`src/rtl/mul8s_rr_sched.sv`:
```
// -----------------------------------------------------------------------------
// mul8s_rr_sched
//
// Round-robin scheduler that shares one registered 8x8 signed multiplier
// (instantiated by the parent and wired through the mul_* ports) among NREQ
// requesters.
//
// Each requester has a valid/ready request channel. Results come back on a
// single valid/ready response channel, tagged with the owning requester id.
//
// Optional feature macro: MUL8S_RR_SCHED_STATS_EN
//   When this macro is defined, the module adds the grant_cnt output. It holds
//   one 16-bit saturating grant counter per requester.
//
// Parameters
//   NREQ  number of requesters (2..16)
//   IDW   id width, derived from NREQ (leave at its default)
//
// Ports
//   clk        clock
//   rst        synchronous active-high reset
//   req_valid  per-requester request valid
//   req_a      per-requester operand A, requester i at [8i+7:8i]
//   req_b      per-requester operand B, same packing
//   req_ready  one-hot grant, all zero when not accepting
//   rsp_valid  result valid (high in RSP state)
//   rsp_id     requester index owning the result
//   rsp_data   product, combinational pass-through of mul_o
//   rsp_ready  response sink ready
//   mul_a      registered operand A to the multiplier
//   mul_b      registered operand B to the multiplier
//   mul_o      registered multiplier product
//   busy       high while an operation is in MUL or RSP state
//   grant_cnt  (stats build only) 16 bits per requester, requester i at
//              [16i+15:16i]
// -----------------------------------------------------------------------------
module mul8s_rr_sched #(
  parameter int NREQ = 4,
  parameter int IDW  = $clog2(NREQ)
) (
  input  logic                 clk,
  input  logic                 rst,
  input  logic [NREQ-1:0]      req_valid,
  input  logic [8*NREQ-1:0]    req_a,
  input  logic [8*NREQ-1:0]    req_b,
  output logic [NREQ-1:0]      req_ready,
  output logic                 rsp_valid,
  output logic [IDW-1:0]       rsp_id,
  output logic [15:0]          rsp_data,
  input  logic                 rsp_ready,
  output logic [7:0]           mul_a,
  output logic [7:0]           mul_b,
  input  logic [15:0]          mul_o,
  output logic                 busy
`ifdef MUL8S_RR_SCHED_STATS_EN
  ,
  output logic [16*NREQ-1:0]   grant_cnt
`endif
);

  typedef enum logic [1:0] {
    IDLE = 2'd0,
    MUL  = 2'd1,
    RSP  = 2'd2
  } state_t;

  state_t          r_state;
  logic [IDW-1:0]  r_ptr;
  logic [7:0]      r_op_a;
  logic [7:0]      r_op_b;
  logic [IDW-1:0]  r_rsp_id;
  logic            r_rsp_valid;
  logic            r_busy;

  logic            w_acc;
  logic            w_found;
  logic [IDW-1:0]  w_grant;
  logic            w_hs;
  logic [IDW-1:0]  w_ptr_next;
  logic [7:0]      w_sel_a;
  logic [7:0]      w_sel_b;

  // A new op can be taken when nothing is in flight, or when the current
  // result drains this very cycle.
  assign w_acc = (r_state == IDLE) | ((r_state == RSP) & rsp_ready);

  // Rotating priority search. The search starts at r_ptr and wraps modulo
  // NREQ. The index is kept one bit wider so the wrap also works when NREQ is
  // not a power of two.
  always_comb begin
    logic [IDW:0] idx;
    w_found = 1'b0;
    w_grant = '0;
    idx     = '0;
    for (int k = 0; k < NREQ; k++) begin
      idx = {1'b0, r_ptr} + (IDW+1)'(k);
      if (idx >= (IDW+1)'(NREQ)) begin
        idx = idx - (IDW+1)'(NREQ);
      end
      if (!w_found && req_valid[idx[IDW-1:0]]) begin
        w_found = 1'b1;
        w_grant = idx[IDW-1:0];
      end
    end
  end

  // A granted requester is valid by construction, so accept plus any valid
  // request means a handshake.
  assign w_hs = w_acc & w_found;

  assign w_ptr_next = (w_grant == IDW'(NREQ - 1)) ? '0 : w_grant + 1'b1;
  assign w_sel_a    = req_a[{w_grant, 3'b000} +: 8];
  assign w_sel_b    = req_b[{w_grant, 3'b000} +: 8];

  genvar gi;
  generate
    for (gi = 0; gi < NREQ; gi++) begin : g_ready
      assign req_ready[gi] = w_acc & w_found & (w_grant == IDW'(gi));
    end
  endgenerate

  // Control FSM. rsp_valid and busy are registered here, next to the state
  // they decode.
  always_ff @(posedge clk) begin
    if (rst) begin
      r_state     <= IDLE;
      r_ptr       <= '0;
      r_op_a      <= '0;
      r_op_b      <= '0;
      r_rsp_id    <= '0;
      r_rsp_valid <= 1'b0;
      r_busy      <= 1'b0;
    end else if (w_hs) begin
      // In RSP this overlaps the drain, so the old result is consumed now.
      r_op_a      <= w_sel_a;
      r_op_b      <= w_sel_b;
      r_rsp_id    <= w_grant;
      r_ptr       <= w_ptr_next;
      r_state     <= MUL;
      r_rsp_valid <= 1'b0;
      r_busy      <= 1'b1;
    end else begin
      case (r_state)
        IDLE: begin
          r_state <= IDLE;
        end
        MUL: begin
          r_state     <= RSP;
          r_rsp_valid <= 1'b1;
          r_busy      <= 1'b1;
        end
        RSP: begin
          if (rsp_ready) begin
            r_state     <= IDLE;
            r_rsp_valid <= 1'b0;
            r_busy      <= 1'b0;
          end
        end
        default: begin
          r_state     <= IDLE;
          r_rsp_valid <= 1'b0;
          r_busy      <= 1'b0;
        end
      endcase
    end
  end

  assign mul_a     = r_op_a;
  assign mul_b     = r_op_b;
  assign rsp_valid = r_rsp_valid;
  assign rsp_id    = r_rsp_id;
  assign busy      = r_busy;
  // Operands stay frozen through MUL and RSP, so mul_o is stable while the
  // result is presented.
  assign rsp_data  = mul_o;

`ifdef MUL8S_RR_SCHED_STATS_EN
  generate
    for (gi = 0; gi < NREQ; gi++) begin : g_stats
      logic [15:0] r_cnt;
      always_ff @(posedge clk) begin
        if (rst) begin
          r_cnt <= '0;
        end else if (req_valid[gi] && req_ready[gi] && (r_cnt != 16'hFFFF)) begin
          r_cnt <= r_cnt + 16'd1;
        end
      end
      assign grant_cnt[16*gi +: 16] = r_cnt;
    end
  endgenerate
`endif

endmodule
```
`config.mk`:
```
export PLATFORM = sky130hd
export DESIGN_NAME = mul8s_rr_sched
export DESIGN_NICKNAME = d
export VERILOG_FILES = /design/src/rtl/mul8s_rr_sched.sv
export SDC_FILE = /design/constraint.sdc
export NUM_CORES = 1
export LEC_CHECK = 0
export ABC_AREA = 0
export CAP_MARGIN = 5
export CORE_ASPECT_RATIO = 0.75
export CORE_MARGIN = 2
export CORE_UTILIZATION = 30
export DETAILED_ROUTE_END_ITERATION = 6
export PLACE_DENSITY = 0.81
export SLEW_MARGIN = 20
export SYNTH_ARGS = -nofsm -noshare
export SYNTH_HDL_FRONTEND = slang
export SYNTH_SLANG_ARGS = --single-unit
```
`constraint.sdc`:
```
create_clock -name clk -period 2.1 [get_ports clk]
set_input_delay 0.315 -clock clk [delete_from_list [all_inputs] [get_ports clk]]
set_output_delay 0.315 -clock clk [all_outputs]
set_load 0.01 [all_outputs]
```
==> flow_metrics.env, run 1 <==
# implementation run metrics
export IMPL_grt_max_degree=21
export IMPL_fin_worst_skew_ns=0.002019
export IMPL_cts_sinks=24
export IMPL_status="complete, no violations"
export IMPL_synthTopCellsByCount="mux2i_1, dfxtp_1, buf_4, nand3b_1, o221ai_1"
export IMPL_vias_per_cell=4.877
export IMPL_syn_area_um2=1561
export IMPL_crit_arrival_ns=1.68
export IMPL_max_slew_margin_pct=76.70
export IMPL_worst_setup_path_start_kind="primary input"
export IMPL_crit_path_end_kind="output pin"
export IMPL_top_cell_area_share_pct=30.77
export IMPL_setup_viol=0
export IMPL_path_cells="dlygate4sd2_1 -> nor2b_2 -> a21o_1 -> a211o_2 -> or2_4 -> nor2_1 -> buf_2"
export IMPL_ff_type="dfxtp_1"
export IMPL_track_usage_pct=15.06
export IMPL_pin_count=127
export IMPL_min_delay_path_class="reg -> reg"
export IMPL_crit_path_max_incr_delay_ns=0.33
export IMPL_die_y_um=66.48
export IMPL_crit_type="in -> out"
export IMPL_most_common_cell="mux2i_1"
export IMPL_hold_slack_ns=0.4753
export IMPL_cts_made_buffers=3
export IMPL_yosysWarnings=0
export IMPL_async_flop_share_pct=0
export IMPL_pre_cts_ws_ns=-0.5535
export IMPL_ys_chip_area_um2=1561
export IMPL_num_rows=22
export IMPL_holdBufCountCts=0
export IMPL_antenna_cells=0
export IMPL_areaGrowthSynthToFinish_pct=67.47
export IMPL_grt_overflow=0
export IMPL_antenna_left=0
export IMPL_drtIter0Drc=76
export IMPL_core_um2=4955
export IMPL_rsz0062_at_grt="no"
export IMPL_dp_hpwl_mm=3.508
export IMPL_dieArea_um2=5804
export IMPL_grt_pass1_wl_mm=6.934
export IMPL_cp_max_fo=4
export IMPL_clock_latency_ns=0.26
export IMPL_post_synth_top_area_cell="dfxtp_1"
export IMPL_cts_root_buf="clkbuf_8"
export IMPL_dr_pass1_iters=4
export IMPL_clock_path_buffers=2
export IMPL_min_period_ns=1.993
export IMPL_die_width_um=87.31
[run 1: worst paths after layout]
check | from | end | slack, ns | depth (start not counted)
worst max-delay path | req_valid[2] | req_ready[3] | 0.11 | 7
worst min-delay path | rsp_id[0] | rsp_id[0] | 0.48 | 2
worst max register to register | r_ptr[0] | mul_a[5] | 0.37 | 7
worst min register to register | rsp_id[0] | rsp_id[0] | 0.48 | 2
[run 1: through the flow]
| step | cells | util [%] |
|---|---|---|
| floorplan | 161 | - |
| detailed placement | 310 | 51.41 |
| global route | 316 | 52.78 |
| global placement | 310 | 51.41 |
| finish | 316 | 52.78 |
| CTS | 316 | 52.78 |
[run 1: logic make-up (layout without fill, tap and decap cells)]
group / after synthesis / after routing / synth area share [%]
buffers and inverters: 30 / 125 / 13.86
DFF: 24 / 24 / 30.77
xor gates and xnor gates: 1 / 1 / 0.5610
and+or+nand+nor: 41 / 41 / 17.95
AOI/OAI and AO/OA: 33 / 33 / 16.35
muxes: 32 / 32 / 20.51
[run 1: where the power goes]
group	leakage (nW)	switching [mW]	internal, mW
combinational	0.896	0.316	0.470
clock	0.0288	0.148	0.167
sequential	0.199	0.0457	0.531
[run 1: sequential cells by signal, summed over array words and instances, names as in the netlist]
name and count:
mul_a 8, rsp_id 2, r_state 2, r_ptr 2, busy 1, mul_b 8
rsp_valid 1
[run 1: worst min-delay path, delay by kind of cell, from the launching register on]
family	cells	cell delay, ns
DFF	1	0.32
AOI/OAI and AO/OA	1	0.06
and+or+nand+nor	1	0.05
[run 1: layer usage]
layer	up-vias	track usage, %	routed length (µm)
li1	772	-	-
met1	701	17.73	1934
met3	4	5.328	328
met5	-	0	0
met4	0	3.846	17
met2	64	26.04	2206
[run 1: cells in the final DEF (no fill, tap or decap), drive strengths merged, types with 2 or more instances in the layout]
master / synthesis / layout
mux2i: 32 / 32
a21oi: 10 / 10
nor2b: 2 / 2
o221ai: 16 / 16
buf: 24 / 27
clkdlybuf4s50: 0 / 86
clkbuf: 2 / 4
and3: 2 / 2
nand3b: 16 / 16
nand2: 5 / 5
nand2b: 2 / 2
dlygate4sd2: 0 / 4
inv: 4 / 4
nor2: 9 / 9
dfxtp: 24 / 24
[run 1: area by class of cell]
class	instances	area, µm²	share of cell area [%]
clock buffer	4	55.05	2.105
inverter	4	15.01	0.5742
multi-input combinational	107	875.8	33.49
sequential	24	480.5	18.37
tap	60	75.07	2.871
timing repair buffer	117	1114	42.58
[run 1: what timing repair did]
action / in CTS / in global routing
endpoints found under the setup margin: 4 / 0
gates resized: 25 / 0
setup buffers: 2 / 0
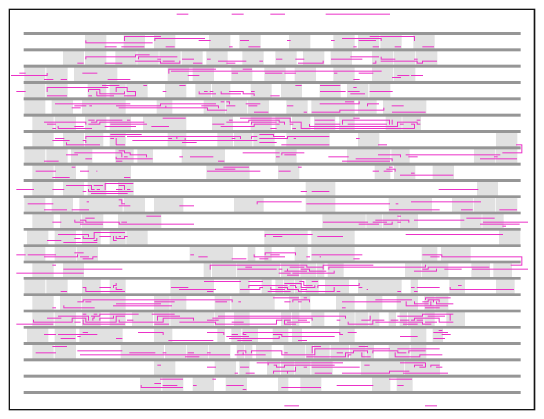
*M1 wires, run 1*
Scale: 6 px per µm. Supply wires on this layer in gray.
main direction: horizontal
share of all routed wire: 43%
nets with wire on the layer: 291
longest straight run: 35.0 µm

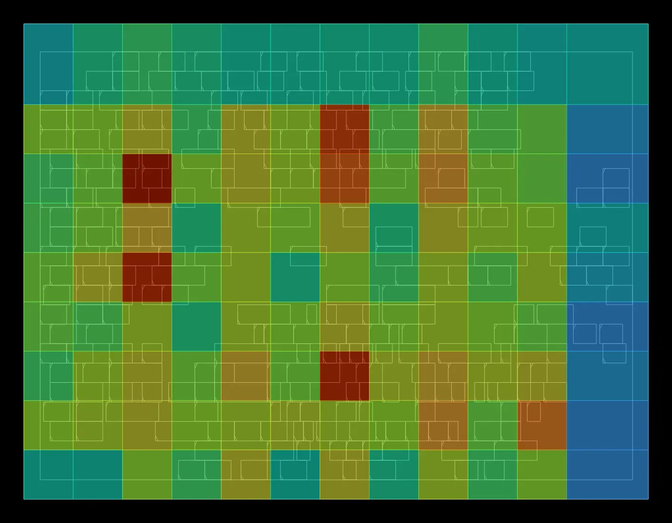
*Routing congestion, run 1*
Final Util: 52.78%
GR Util met3: 5.328%
routed length per instance: 14.20 µm

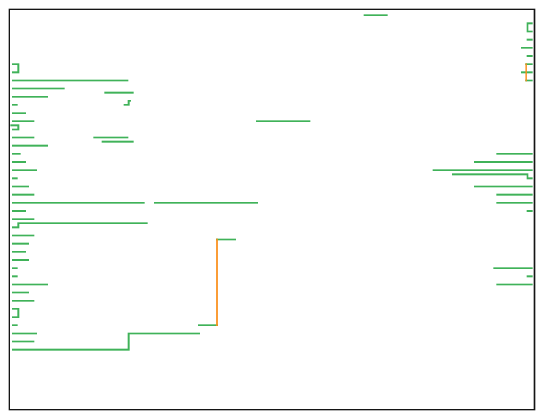
*Wiring by layer, run 1*
Scale: 6 px per µm. Only two layers are drawn.
[metal 4] orange | wire length: 17.0 µm
[metal 3] green | wire length: 329 µm

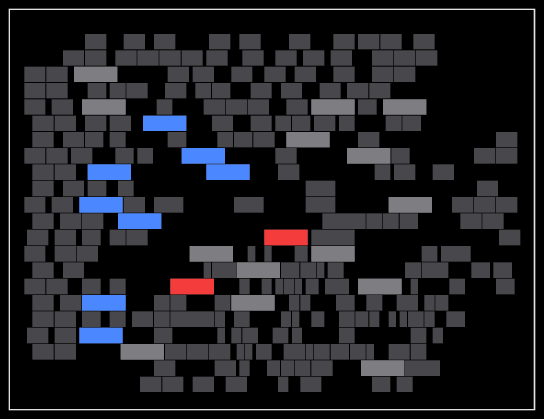
*Where the registers sit, run 1*
Scale: 6 px per µm. Other sequential cells in the stronger gray, the rest of the logic in the fainter gray.
[mul_a] blue | sequential cells: 8
[rsp_id] red | sequential cells: 2
not colored: 14

--- run 2 (diff from run 1) ---
==> constraint.sdc (replaced) <==
create_clock -name clk -period 2.1 [get_ports clk]
set_input_delay 0.21 -clock clk [delete_from_list [all_inputs] [get_ports clk]]
set_output_delay 0.21 -clock clk [all_outputs]
set_load 0.01 [all_outputs]
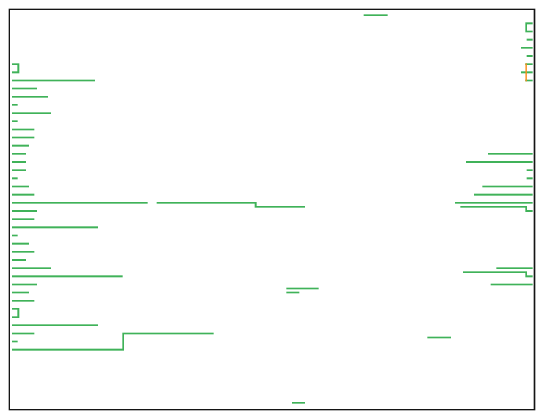
*Wiring by layer, run 2*
Scale: 6 px per µm. Only two layers are drawn.
[metal 4] orange | wire length: 2.70 µm
[metal 3] green | wire length: 338 µm

==> run 2 against run 1 <==
Effect of this change: fmax decreased by 2.8%; utilization decreased by 0.40 points; via count is 0.45% lower; total power shrank 2.7%; synthesized area is the same; global-route usage up 0.46 points; cell area fell by 0.77%; largest power group unchanged.
==> flow_metrics.env, run 2 <==
# implementation run metrics
export IMPL_cts_made_buffers=3
export IMPL_ff_type="dfxtp_1"
export IMPL_num_rows=22
export IMPL_hold_slack_ns=0.4200
export IMPL_hp_start="mul_o[12]"
export IMPL_clock_path_buffers=2
export IMPL_critPathLaunch="req_valid[2]"
export IMPL_multiInputGateArea_um2=880.8
export IMPL_async_flop_share_pct=0
export IMPL_wire_per_inst_um=14.36
export IMPL_top_logic_kind="multiplexers"
export IMPL_path_cells="clkdlybuf4s50_1 -> nor2b_2 -> a21o_1 -> a211o_4 -> buf_12 -> and3_1 -> clkdlybuf4s15_1"
export IMPL_vias_per_cell=4.917
export IMPL_status="complete, no violations"
export IMPL_ys_chip_area_um2=1561
export IMPL_antenna_cells=0
export IMPL_mostFrequentLayoutCell="clkdlybuf4s50_1"
export IMPL_cts_root_buf="clkbuf_8"
export IMPL_worst_setup_path_start_kind="primary input"
export IMPL_most_common_cell="mux2i_1"
export IMPL_yosys_area_share_aoi_pct=16.35
export IMPL_yosysWarnings=0
export IMPL_dr_pass1_iters=4
export IMPL_crit_path_max_incr_delay_ns=0.42
export IMPL_r2r_start="r_ptr[0]"
export IMPL_core_um2=4955
export IMPL_crit_type="in -> out"
export IMPL_grt_overflow=0
export IMPL_min_delay_path_class="in -> out"
export IMPL_areaGrowthSynthToFinish_pct=66.19
export IMPL_xor_share_pct=0.5609
export IMPL_crit_arrival_ns=1.84
export IMPL_min_period_ns=2.051
export IMPL_lay_top_cells="clkdlybuf4s50_1, mux2i_1, dfxtp_1"
export IMPL_drtIter0Drc=82
## run 2: cell families (layout without fill, tap and decap cells)
group | Yosys count | after routing
AND-OR/OR-AND | 33 | 33
XOR/XNOR | 1 | 1
buffers and inverters | 30 | 121
flip-flops | 24 | 24
multiplexers | 32 | 32
AND/OR/NAND/NOR | 41 | 41
## run 2: stage by stage
stage | util, % | area [µm²] | power [mW]
after CTS | 52.35 | 2594 | 1.648
after global routing | 52.37 | 2595 | 1.739
after floorplan | - | 1562 | 1.010
after global placement | 51.11 | 2532 | 1.346
after detailed placement | 51.11 | 2532 | 1.359
final | 52.37 | 2595 | 1.632
## run 2: timing repair
action,in CTS,in global routing
resized,12,8
hold buffers,0,0
pin swaps,1,1
buffers inserted,1,0
setup endpoints to repair,4,4
## run 2: cell type report
class,instances,share of cell area [%]
timing repair buffer,114,42.48
multi-input combinational,107,33.94
sequential,24,18.51
tap,60,2.893
clock buffer,3,1.591
inverter,4,0.5786
## run 2: worst register-to-register path: stages (launching register included)
cell and delay [ns]:
dfxtp_1 0.37, nor2b_2 0.06, a21o_1 0.17, a211o_4 0.35, buf_12 0.14, buf_4 0.20, mux2i_1 0.22, o221ai_1 0.13
## run 2: final timing paths
check / cells past startpoint / slack (ns) / endpoint
min: 0 / 0.42 / rsp_data[12]
min reg2reg: 2 / 0.46 / rsp_id[0]
max reg2reg: 7 / 0.34 / mul_a[5]
max: 7 / 0.05 / req_ready[0]
## run 2: power by group
part / internal, mW / leakage [nW] / total (mW) / switching (mW)
clock: 0.128 / 0.0216 / 0.269 / 0.141
combinational: 0.467 / 0.882 / 0.784 / 0.317
sequential: 0.531 / 0.199 / 0.579 / 0.0477
total: 1.13 / 1.10 / 1.63 / 0.506
## run 2: per-layer routing
metal | wire length [µm] | share of wire [%] | GRT usage, %
met1 | 1911 | 43 | 19.03
met2 | 2227 | 50 | 26.80
met3 | 337 | 7.5 | 5.576
met4 | 2 | 0.045 | 1.923
met5 | 0 | 0 | 0
Power and IR drop assume default switching activity.
